### src/rtl/mem_noc_arb.sv
// mem_noc_arb: N:1 round-robin arbiter onto one shared mem_req_t/mem_resp_t
// valid/ready port. In-order responses are routed back to the issuing master
// through an ID order FIFO, which also bounds the number of outstanding requests.

package mem_noc_pkg;
  typedef struct packed {
    logic        we;
    logic [31:0] addr;
    logic [31:0] wdata;
    logic [3:0]  be;
  } mem_req_t;

  typedef struct packed {
    logic [31:0] rdata;
    logic        err;
  } mem_resp_t;

  localparam int REQ_W  = $bits(mem_req_t);
  localparam int RESP_W = $bits(mem_resp_t);
endpackage

module mem_noc_arb
  import mem_noc_pkg::*;
#(
  parameter int N_MST  = 2,
  parameter int OUTSTD = 4
) (
  input  logic                            clk,
  input  logic                            rstn,
  input  logic [N_MST-1:0]                mst_req_valid,
  output logic [N_MST-1:0]                mst_req_ready,
  input  logic [N_MST-1:0][REQ_W-1:0]     mst_req,
  output logic [N_MST-1:0]                mst_resp_valid,
  input  logic [N_MST-1:0]                mst_resp_ready,
  output logic [RESP_W-1:0]               mst_resp,
  output logic                            slv_req_valid,
  input  logic                            slv_req_ready,
  output logic [REQ_W-1:0]                slv_req,
  input  logic                            slv_resp_valid,
  output logic                            slv_resp_ready,
  input  logic [RESP_W-1:0]               slv_resp,
  output logic [$clog2(OUTSTD):0]         outstd_cnt
);

  localparam int ID_W  = (N_MST > 1) ? $clog2(N_MST) : 1;
  localparam int PTR_W = $clog2(OUTSTD);
  localparam int CNT_W = PTR_W + 1;

  // Arbitration state
  logic [ID_W-1:0]  rr_ptr_reg;
  logic             lock_reg;
  logic [ID_W-1:0]  lock_id_reg;

  // Order FIFO state
  logic [ID_W-1:0]  fifo_mem [OUTSTD];
  logic [PTR_W-1:0] wr_ptr_reg;
  logic [PTR_W-1:0] rd_ptr_reg;
  logic [CNT_W-1:0] cnt_reg;

  logic             fifo_full;
  logic             fifo_empty;
  logic [ID_W-1:0]  head;
  logic [ID_W-1:0]  gnt;
  logic [ID_W:0]    arb_idx;
  logic [ID_W-1:0]  rr_next;
  logic             push;
  logic             pop;

  assign fifo_full  = (cnt_reg == CNT_W'(OUTSTD));
  assign fifo_empty = (cnt_reg == '0);
  assign head       = fifo_mem[rd_ptr_reg];
  assign outstd_cnt = cnt_reg;

  // Grant selection: held master while locked, else first valid from rr_ptr upward
  always_comb begin
    gnt     = rr_ptr_reg;
    arb_idx = '0;
    // Walk offsets from the far end so the closest valid index wins last
    for (int k = N_MST - 1; k >= 0; k--) begin
      arb_idx = {1'b0, rr_ptr_reg} + (ID_W+1)'(k);
      if (arb_idx >= (ID_W+1)'(N_MST)) begin
        arb_idx = arb_idx - (ID_W+1)'(N_MST);
      end
      if (mst_req_valid[arb_idx[ID_W-1:0]]) begin
        gnt = arb_idx[ID_W-1:0];
      end
    end
    if (lock_reg) begin
      gnt = lock_id_reg;
    end
  end

  // Zero-latency request path; a full order FIFO stalls all acceptance
  assign slv_req_valid = mst_req_valid[gnt] && !fifo_full;
  assign slv_req       = mst_req[gnt];
  assign push          = slv_req_valid && slv_req_ready;

  // Responses go to the FIFO head; an empty FIFO never accepts a response
  assign slv_resp_ready = !fifo_empty && mst_resp_ready[head];
  assign mst_resp       = slv_resp;
  assign pop            = slv_resp_valid && slv_resp_ready;

  assign rr_next = (gnt == ID_W'(N_MST - 1)) ? '0 : gnt + 1'b1;

  generate
    for (genvar gi = 0; gi < N_MST; gi++) begin : g_mst
      assign mst_req_ready[gi]  = (gnt == ID_W'(gi)) && slv_req_ready && !fifo_full;
      assign mst_resp_valid[gi] = slv_resp_valid && !fifo_empty && (head == ID_W'(gi));
    end
  endgenerate

  // Round-robin pointer and grant lock held across slave backpressure
  always_ff @(posedge clk or negedge rstn) begin
    if (!rstn) begin
      rr_ptr_reg  <= '0;
      lock_reg    <= 1'b0;
      lock_id_reg <= '0;
    end else begin
      if (push) begin
        rr_ptr_reg <= rr_next;
        lock_reg   <= 1'b0;
      end else if (slv_req_valid && !slv_req_ready) begin
        lock_reg    <= 1'b1;
        lock_id_reg <= gnt;
      end
    end
  end

  // Order FIFO pointers and occupancy counter
  always_ff @(posedge clk or negedge rstn) begin
    if (!rstn) begin
      wr_ptr_reg <= '0;
      rd_ptr_reg <= '0;
      cnt_reg    <= '0;
    end else begin
      if (push) wr_ptr_reg <= wr_ptr_reg + 1'b1;
      if (pop)  rd_ptr_reg <= rd_ptr_reg + 1'b1;
      case ({push, pop})
        2'b10:   cnt_reg <= cnt_reg + 1'b1;
        2'b01:   cnt_reg <= cnt_reg - 1'b1;
        default: cnt_reg <= cnt_reg;
      endcase
    end
  end

  // Order FIFO storage: records which master issued each accepted request
  always_ff @(posedge clk) begin
    if (push) begin
      fifo_mem[wr_ptr_reg] <= gnt;
    end
  end

  a_no_push_full: assert property (@(posedge clk) disable iff (!rstn)
    !(push && fifo_full));
  a_no_pop_empty: assert property (@(posedge clk) disable iff (!rstn)
    !(pop && fifo_empty));
  a_no_resp_empty: assert property (@(posedge clk) disable iff (!rstn)
    !(slv_resp_valid && fifo_empty));
  a_req_stable: assert property (@(posedge clk) disable iff (!rstn)
    (slv_req_valid && !slv_req_ready) |=> (slv_req_valid && $stable(slv_req)));

endmodule

### config.mk
export PLATFORM = sky130hd
export DESIGN_NAME = mem_noc_arb
export DESIGN_NICKNAME = d
export VERILOG_FILES = /design/src/rtl/mem_noc_arb.sv
export SDC_FILE = /design/constraint.sdc
export NUM_CORES = 1
export LEC_CHECK = 0
export ABC_AREA = 1
export CAP_MARGIN = 15
export CORE_AREA = 2 2 114 116
export CTS_BUF_LIST = sky130_fd_sc_hd__clkbuf_4
export DETAILED_ROUTE_END_ITERATION = 12
export DIE_AREA = 0 0 116 118
export GPL_ROUTABILITY_DRIVEN = 0
export REMOVE_ABC_BUFFERS = 1
export SLEW_MARGIN = 30
export SYNTH_ARGS = -nofsm -noshare
export SYNTH_HDL_FRONTEND = slang
export SYNTH_SLANG_ARGS = --single-unit
### constraint.sdc
create_clock -name clk -period 3.2 [get_ports clk]
set_input_delay 0.64 -clock clk [delete_from_list [all_inputs] [get_ports clk]]
set_output_delay 0.64 -clock clk [all_outputs]
set_load 0.05 [all_outputs]
==> summary.txt, run 1 <==
Status of the implementation.

- The run finished with clean final reports.
- Counting the fill cells in the layout gives 1280.
- In this run the number of H-tree levels came out at 1.
- The violation count after the first detailed-routing iteration is 119, for reference.
- The most common library cell in the layout ignoring fill and taps is sky130_fd_sc_hd__nand2_1, for reference.
- Sequential cells were found to cover 18.8% of the synthesized design area.
- Per the synthesis report, the single largest cell type by area occupies around 45% of cell area.
- The cts-stage hold buffer count is 0, for reference.
- The biggest area contributor in the post-synthesis netlist is sky130_fd_sc_hd__nand2_1.
- In this run, distinct cell masters in the synthesized netlist total 23.
- The reg-to-reg critical path endpoint is outstd_cnt[2]$_DFFE_PN0P_, for reference.
- The instance count of the mapped netlist is 358, for reference.
- The maximum number of pins on one net before global-route repair is 46, for reference.
- Checking hold timing, the worst path is listed with class reg2reg.
- The number of max-cap violations is 0, for reference.
- In the layout the commonest cells are 234 x sky130_fd_sc_hd__nand2_1, 149 x sky130_fd_sc_hd__clkdlybuf4s50_1, 74 x sky130_fd_sc_hd__buf_12, 18 x sky130_fd_sc_hd__inv_1, 10 x sky130_fd_sc_hd__dfrtp_1.
- The final worst-path cycle share is 94.3%, for reference.
- The number of antenna violations at the first check in global routing is 0, for reference.
- In this run the tightest slew margin relative to its limit is 67.2%.
- The maximum vdd ir drop is ~0.0004 V, for reference.
- For this design the static power due to leakage is 2.36 nW.
- Counting endpoints that fail hold in the final report gives 0.
- Total global-route track usage over all layers is 14.6%.
- The end-of-flow timing check tallies setup violations at 0.
- Row generation in the floorplan step produced between 40 and 50 rows.
- The post-CTS setup buffer count is 0, for reference.
- The async set or reset register ratio after synthesis is 71.4%, for reference.
- The category of the worst setup path capture point is a primary output, for reference.
- In the final layout, the share of cells above drive strength 1 is 17.1%.
- The number of warnings in the stage logs is 28, for reference.
- The register with the most flip-flops in the layout has 4 of them.
- The clock tree from TritonCTS is yes, for reference.
- The number of register bits inferred by synthesis is 14, for reference.
- The global-route wire length before repair is 15.3 mm, for reference.
- The number of enable-type register cells in the synthesized netlist is 4, for reference.
- The routed length on met2 is 4.61 mm, for reference.
- STA puts the critical path data arrival time at 2.38 ns.
- For this configuration, the core starts out at a cell density of 15.9%.
- The amount of wire on met3 after detailed routing is about 1.3 mm, for reference.
- The post-placement cell area is 0.00486 sq mm.
- The registers of the reported paths see a clock transition of 0.08 ns.
- The setup check on the worst reg-to-reg path leaves a slack of a little over 0.9 ns.
[run 1: final cells by class]
type	instances	area [sq um]	share of cell area, %
Tap cell	172	215	4.40
Clock buffer	4	30.0	0.615
Inverter	20	75.1	1.54
Sequential cell	14	370	7.58
Timing Repair Buffer	229	3020	61.8
Multi-Input combinational cell	276	1180	24.1
[run 1: synthesized netlist by cell type (2+ instances only)]
library cell               count
sky130_fd_sc_hd__inv_1        18
sky130_fd_sc_hd__a21oi_1       3
sky130_fd_sc_hd__buf_4        40
sky130_fd_sc_hd__nand3_1       8
sky130_fd_sc_hd__xnor2_1       3
sky130_fd_sc_hd__edfxtp_1      4
sky130_fd_sc_hd__nand2_1     234
sky130_fd_sc_hd__inv_2         2
sky130_fd_sc_hd__nand2_2       2
sky130_fd_sc_hd__dfrtp_1      10
sky130_fd_sc_hd__ha_1          5
sky130_fd_sc_hd__buf_2         7
sky130_fd_sc_hd__nor2_1        9
sky130_fd_sc_hd__o21ai_0       4
[run 1: worst max path at each step]
stage	slack, ns	cells past startpoint	to	startpoint
finish	0.18	10	slv_req[14]	mst_req_valid[1]
global route	0.09	10	slv_req[21]	mst_req_valid[1]
CTS	0.17	10	slv_req[14]	mst_req_valid[1]
detailed placement	0.19	10	slv_req[14]	mst_req_valid[1]
global placement	0.23	11	slv_req[47]	mst_req_valid[0]
floorplan	-0.39	7	mst_req_ready[1]	mst_req_valid[0]
[run 1: power by group through the flow]
stage	logic, W	clock network, W	registers (W)
4_1_cts	0.00518	0.000114	0.000338
2_1_floorplan	0.00249	0	0.000391
6_report	0.00513	0.000112	0.000337
3_5_place_dp	0.00518	0	0.000340
3_3_place_gp	0.00512	0	0.000334
5_1_grt	0.00540	0.000128	0.000348
[run 1: per-layer routing]
metal,global-route usage [%],vias to the layer above
li1,-,1410
met1,17.9,1171
met2,22.8,195
met3,7.42,14
met4,2.23,2
met5,4.71,-
[run 1: kinds of logic after synthesis]
group | Yosys count | share of synthesized area, %
AND/OR/NAND/NOR | 259 | 52.0
buffers and inverters | 68 | 21.4
flip-flops | 14 | 18.8
AND-OR/OR-AND | 8 | 2.22
adder cells (fa/ha/maj) | 6 | 4.19
XOR/XNOR | 3 | 1.33
[run 1: stage by stage]
stage | utilization, % | std cells | setup TNS [ns] | setup WS (ns) | total power [W]
after floorplan | - | 310 | -12.55 | -0.394 | 0.00288
after global placement | 39.1 | 711 | 0 | 0.227 | 0.00546
after detailed placement | 39.1 | 711 | 0 | 0.190 | 0.00552
after CTS | 39.4 | 715 | 0 | 0.172 | 0.00563
after global routing | 39.4 | 715 | 0 | 0.0938 | 0.00588
final | 39.4 | 715 | 0 | 0.183 | 0.00558
[run 1: worst max-delay path: stages]
cell and delay (ns):
sky130_fd_sc_hd__clkdlybuf4s50_1 0.51, sky130_fd_sc_hd__inv_1 0.09, sky130_fd_sc_hd__nand2_1 0.08, sky130_fd_sc_hd__nand2_2 0.08, sky130_fd_sc_hd__nand2_2 0.14, sky130_fd_sc_hd__buf_4 0.17
sky130_fd_sc_hd__buf_4 0.26, sky130_fd_sc_hd__nand2_1 0.10, sky130_fd_sc_hd__nand2_1 0.13, sky130_fd_sc_hd__buf_12 0.15
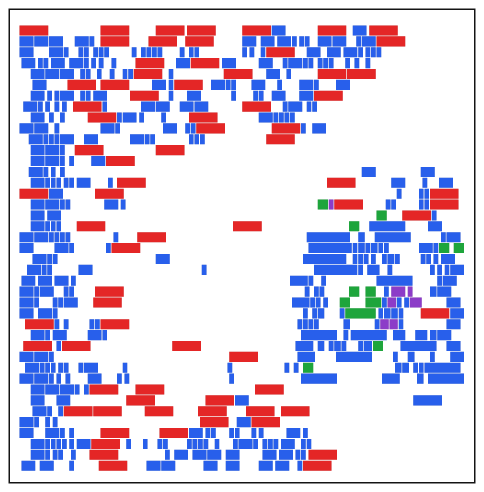
*Sizing map, run 1*
Drawn at 4 px/um.
| colour | size | cells |
|---|---|---|
| purple | drive 2 | 7 |
| blue | drive 1 or less | 450 |
| red | drive 6 and up | 74 |
| green | drive 3 to 4 | 12 |
fin area: 0.00489 sq mm
number of signal-net buffers in the layout: 229
final worst slack: 0.183 ns
Syn-to-layout area delta: 148%

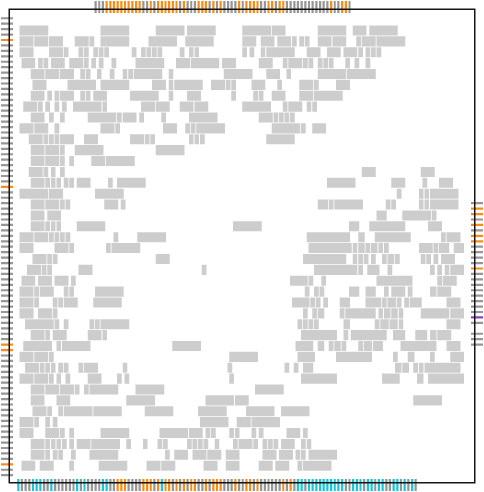
*Pin placement, run 1*
Drawn at 4 px/um. Pins as bars across the die edge, other pins in grey.
| colour | port | pins | direction | edge |
|---|---|---|---|---|
| cyan | slv_resp | 33 | input | south |
| purple | slv_req_valid | 1 | output | east |
| orange | slv_req | 69 | output | 35 north, 23 south, 6 east, 5 west |
Die Span X: 116 um
number of buffers inserted by port buffering: 223
die y size: 118 um

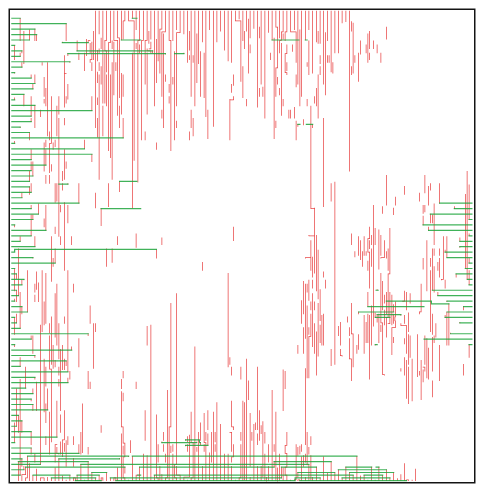
*Wiring by layer, run 1*
Drawn at 4 px/um. Only two layers are drawn.
| colour | layer | wire length |
|---|---|---|
| red | met2 | 4610 um |
| green | met3 | 1330 um |
routed wire length: 10.3 mm
via total after detailed routing: 2792
detailed-route wire length per cell: 14.4 um

## Run 2: what changed since run 1
Settings changed: SETUP_SLACK_MARGIN set to 0.4.
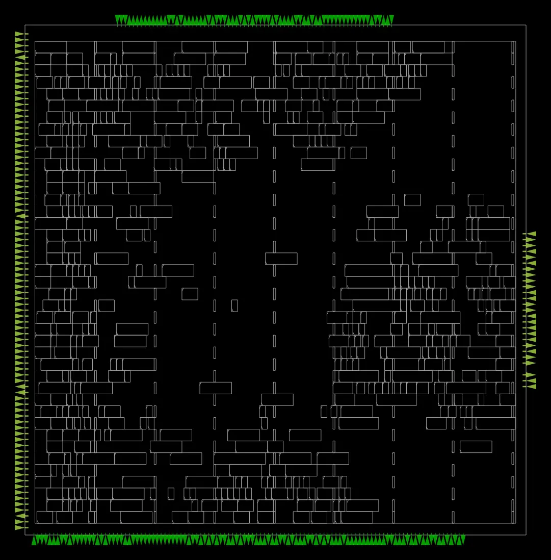
*Placed standard cells, run 2*
post-route insts no fill: 717
core occupancy in the finished layout: 39.9%
share of cell area taken by flip-flops and latches: 7.47%
Core ar.: 0.0124 sq mm
fill cell total of the finished layout: 1279

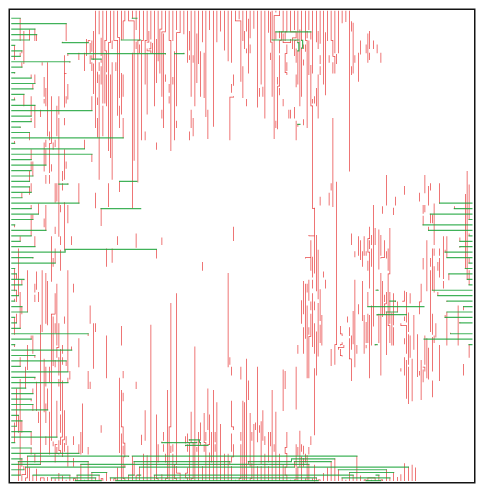
*Wiring by layer, run 2*
Drawn at 4 px/um. Only two layers are drawn.
| colour | layer | wire length |
|---|---|---|
| green | met3 | 1320 um |
| red | met2 | 4750 um |
detailed-route wire length per cell: 14.6 um
via total after detailed routing: 2821

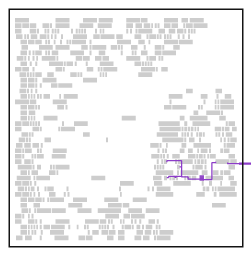
*Wires at chosen ports, followed through buffers, run 2*
Drawn at 2 px/um.
| colour | port | bits | direction | edge | end cells | wire |
|---|---|---|---|---|---|---|
| purple | slv_req_valid | 1 | output | east | 1 | 61.0 um |
I/O pins: 290

==> summary.txt, run 2 <==
Status of the implementation.

- The post-synth count of flops with an enable pin is 4.
- The register with the most flip-flops in the layout has 4 of them.
- Buffers inserted to repair hold after CTS numbered 0.
- TritonRoute reported its final design rule violation total as 0.
- In this run the number of H-tree levels came out at 1.
- The layout report lists the multi-input gate area as roughly 0.0012 sq mm.
- The horizontal die size is 116 um, for reference.
- The area growth from synthesis to layout is 152%, for reference.
- Counting endpoints that fail hold in the final report gives 0.
- For reference, the critical path is launched at mst_req_valid[0].
- The area fraction in full adders, half adders and majority gates is 4.19%, for reference.
- The floorplan step set the die height to about 120 um.
- The critical-path cell with the highest stage delay is sky130_fd_sc_hd__bufbuf_16, for reference.
- The final worst setup slack is 0.557 ns, for reference.
- The register area is 370 sq um, for reference.
- The synthesized-area fraction occupied by xor and xnor cells is 1.33%, for reference.
- The reg-to-reg setup timing slack is 0.84 ns, for reference.
- Once synthesis finished, the tally of register bits stood at 14.
- The path type of the worst min-delay path is reg2reg, for reference.
- For the worst reg-to-reg path, the endpoint reported by OpenROAD is outstd_cnt[2]$_DFFE_PN0P_.
- The cell total after placement is 711, for reference.
- The maximum vdd ir drop is 0.000429 V, for reference.
- Counting only logic cells after layout, the most numerous master is sky130_fd_sc_hd__nand2_1.
- Summed over all routing layers, the global router reports a total usage of 14.9%.
- Summed over all cells, the static leakage comes to 2.41 nW.
- The number of rows in the core area is 41, for reference.
- The relative max-transition margin is 66.4%, for reference.
- The data arrival time of the critical path is 2.00 ns, for reference.
- The core utilization at floorplan is 15.9%, for reference.
- The number of antenna violations at the first check in global routing was 0.
- On the reported timing paths, the clock transition at the registers reads 0.08 ns.
- For reference, the top cells by count after synthesis are 234 x sky130_fd_sc_hd__nand2_1, 40 x sky130_fd_sc_hd__buf_4, 18 x sky130_fd_sc_hd__inv_1, 10 x sky130_fd_sc_hd__dfrtp_1, 9 x sky130_fd_sc_hd__nor2_1.
- The detailed router finished its first iteration with ~110 violations.
- The worst setup path is captured at a primary output.
- The share of final-layout standard cells stronger than drive strength 1 is between 15 and 20%, for reference.
- The synthesized design spends more area on one cell type than any other, namely sky130_fd_sc_hd__nand2_1.
- The main logic family after synthesis is simple AND/OR/NAND/NOR gates, for reference.
- The critical path goes through dlygate4sd2_1, inv_2, nand2_1, nand2_1, nand2_2, nand2_4, buf_6, bufbuf_16, nand2_1, nand2_1, buf_12.
- The top cell type's share of synthesized area is 44.6%, for reference.
- The sequential share of the synthesized area is between 10% and 20%, for reference.
- The largest incremental delay on the critical path is 0.27 ns, for reference.
- The run finished with clean final reports.
- Among the stages of the critical path, the cell type that occurs most often is sky130_fd_sc_hd__nand2_1.
- The report counts max-capacitance violations totalling 0.
- The clock tree from TritonCTS is yes, for reference.
- The placement-stage worst setup slack is 0.190 ns, for reference.
- In the final report, the number of endpoints failing setup comes to 0.
- The count of buffers from port buffering is around 220, for reference.
- Per the cell usage report, the commonest logic cells after layout are 231 x sky130_fd_sc_hd__nand2_1, 146 x sky130_fd_sc_hd__clkdlybuf4s50_1, 75 x sky130_fd_sc_hd__buf_12, 17 x sky130_fd_sc_hd__inv_1, 10 x sky130_fd_sc_hd__dfrtp_1.
run 2: cell counts after synthesis:
Identical to the previous run, type by type.
run 2: report_power, final:
| part | switching (W) | internal [W] |
|---|---|---|
| sequential | 0.0000706 | 0.000267 |
| clock | 0.0000557 | 0.0000568 |
| combinational | 0.00298 | 0.00227 |
run 2: timing repair:
item / 4_1_cts / 5_1_grt
gates resized: 12 / 1
pin swaps: 1 / 0
gates cloned: 1 / 0
endpoints found under the setup margin: 70 / 1
buffers inserted: 1 / 0
run 2: worst min-delay path by stage:
stage                                  startpoint                       to  slack (ns)  depth (start not counted)
after floorplan                              rstn  lock_id_reg$_DFFE_PN0P_        0.34                          0
after global placement    lock_id_reg$_DFFE_PN0P_  lock_id_reg$_DFFE_PN0P_        0.48                          2
after detailed placement  lock_id_reg$_DFFE_PN0P_  lock_id_reg$_DFFE_PN0P_        0.49                          2
after CTS                 lock_id_reg$_DFFE_PN0P_  lock_id_reg$_DFFE_PN0P_        0.51                          2
after global routing      lock_id_reg$_DFFE_PN0P_  lock_id_reg$_DFFE_PN0P_        0.54                          2
final                     lock_id_reg$_DFFE_PN0P_  lock_id_reg$_DFFE_PN0P_        0.52                          2
run 2: worst max-delay path: cells and delay by family:
| family | cells | cell delay, ns |
|---|---|---|
| and+or+nand+nor | 6 | 0.48 |
| buffers and inverters | 5 | 0.88 |
run 2: logic make-up (layout without fill, tap and decap cells):
kind of cell,after synthesis,after routing
DFF,14,14
buffers and inverters,68,255
AOI/OAI and AO/OA,8,8
and+or+nand+nor,259,259
xor gates and xnor gates,3,3
adders and majority gates,6,6
run 2: layout make-up:
class,instances,share of cell area (%)
sequential,14,7.47
multi-input combinational,276,24.0
clock buffer,4,0.606
inverter,20,1.51
tap,172,4.34
timing repair buffer,231,62.1
run 2: stage by stage:
stage / hold slack (ns) / total power (W) / TNS, ns / cell area (sq um)
3_5_place_dp: 0.485 / 0.00552 / 0 / 4860
5_1_grt: 0.538 / 0.00600 / 0 / 4960
6_report: 0.525 / 0.00570 / 0 / 4960
3_3_place_gp: 0.477 / 0.00546 / 0 / 4860
4_1_cts: 0.505 / 0.00576 / 0 / 4960
2_1_floorplan: 0.344 / 0.00288 / -12.55 / 1620
run 2: routing by layer:
metal / routed length (um) / vias to the layer above / share of wire [%] / global-route usage (%)
met2: 4750 / 195 / 45 / 23.4
met5: 58 / - / 0.55 / 4.71
li1: - / 1413 / - / -
met1: 4210 / 1199 / 40 / 18.4
met3: 1320 / 12 / 13 / 7.42
met4: 125 / 2 / 1.2 / 1.93
Power is estimated from default activity; no workload was simulated.
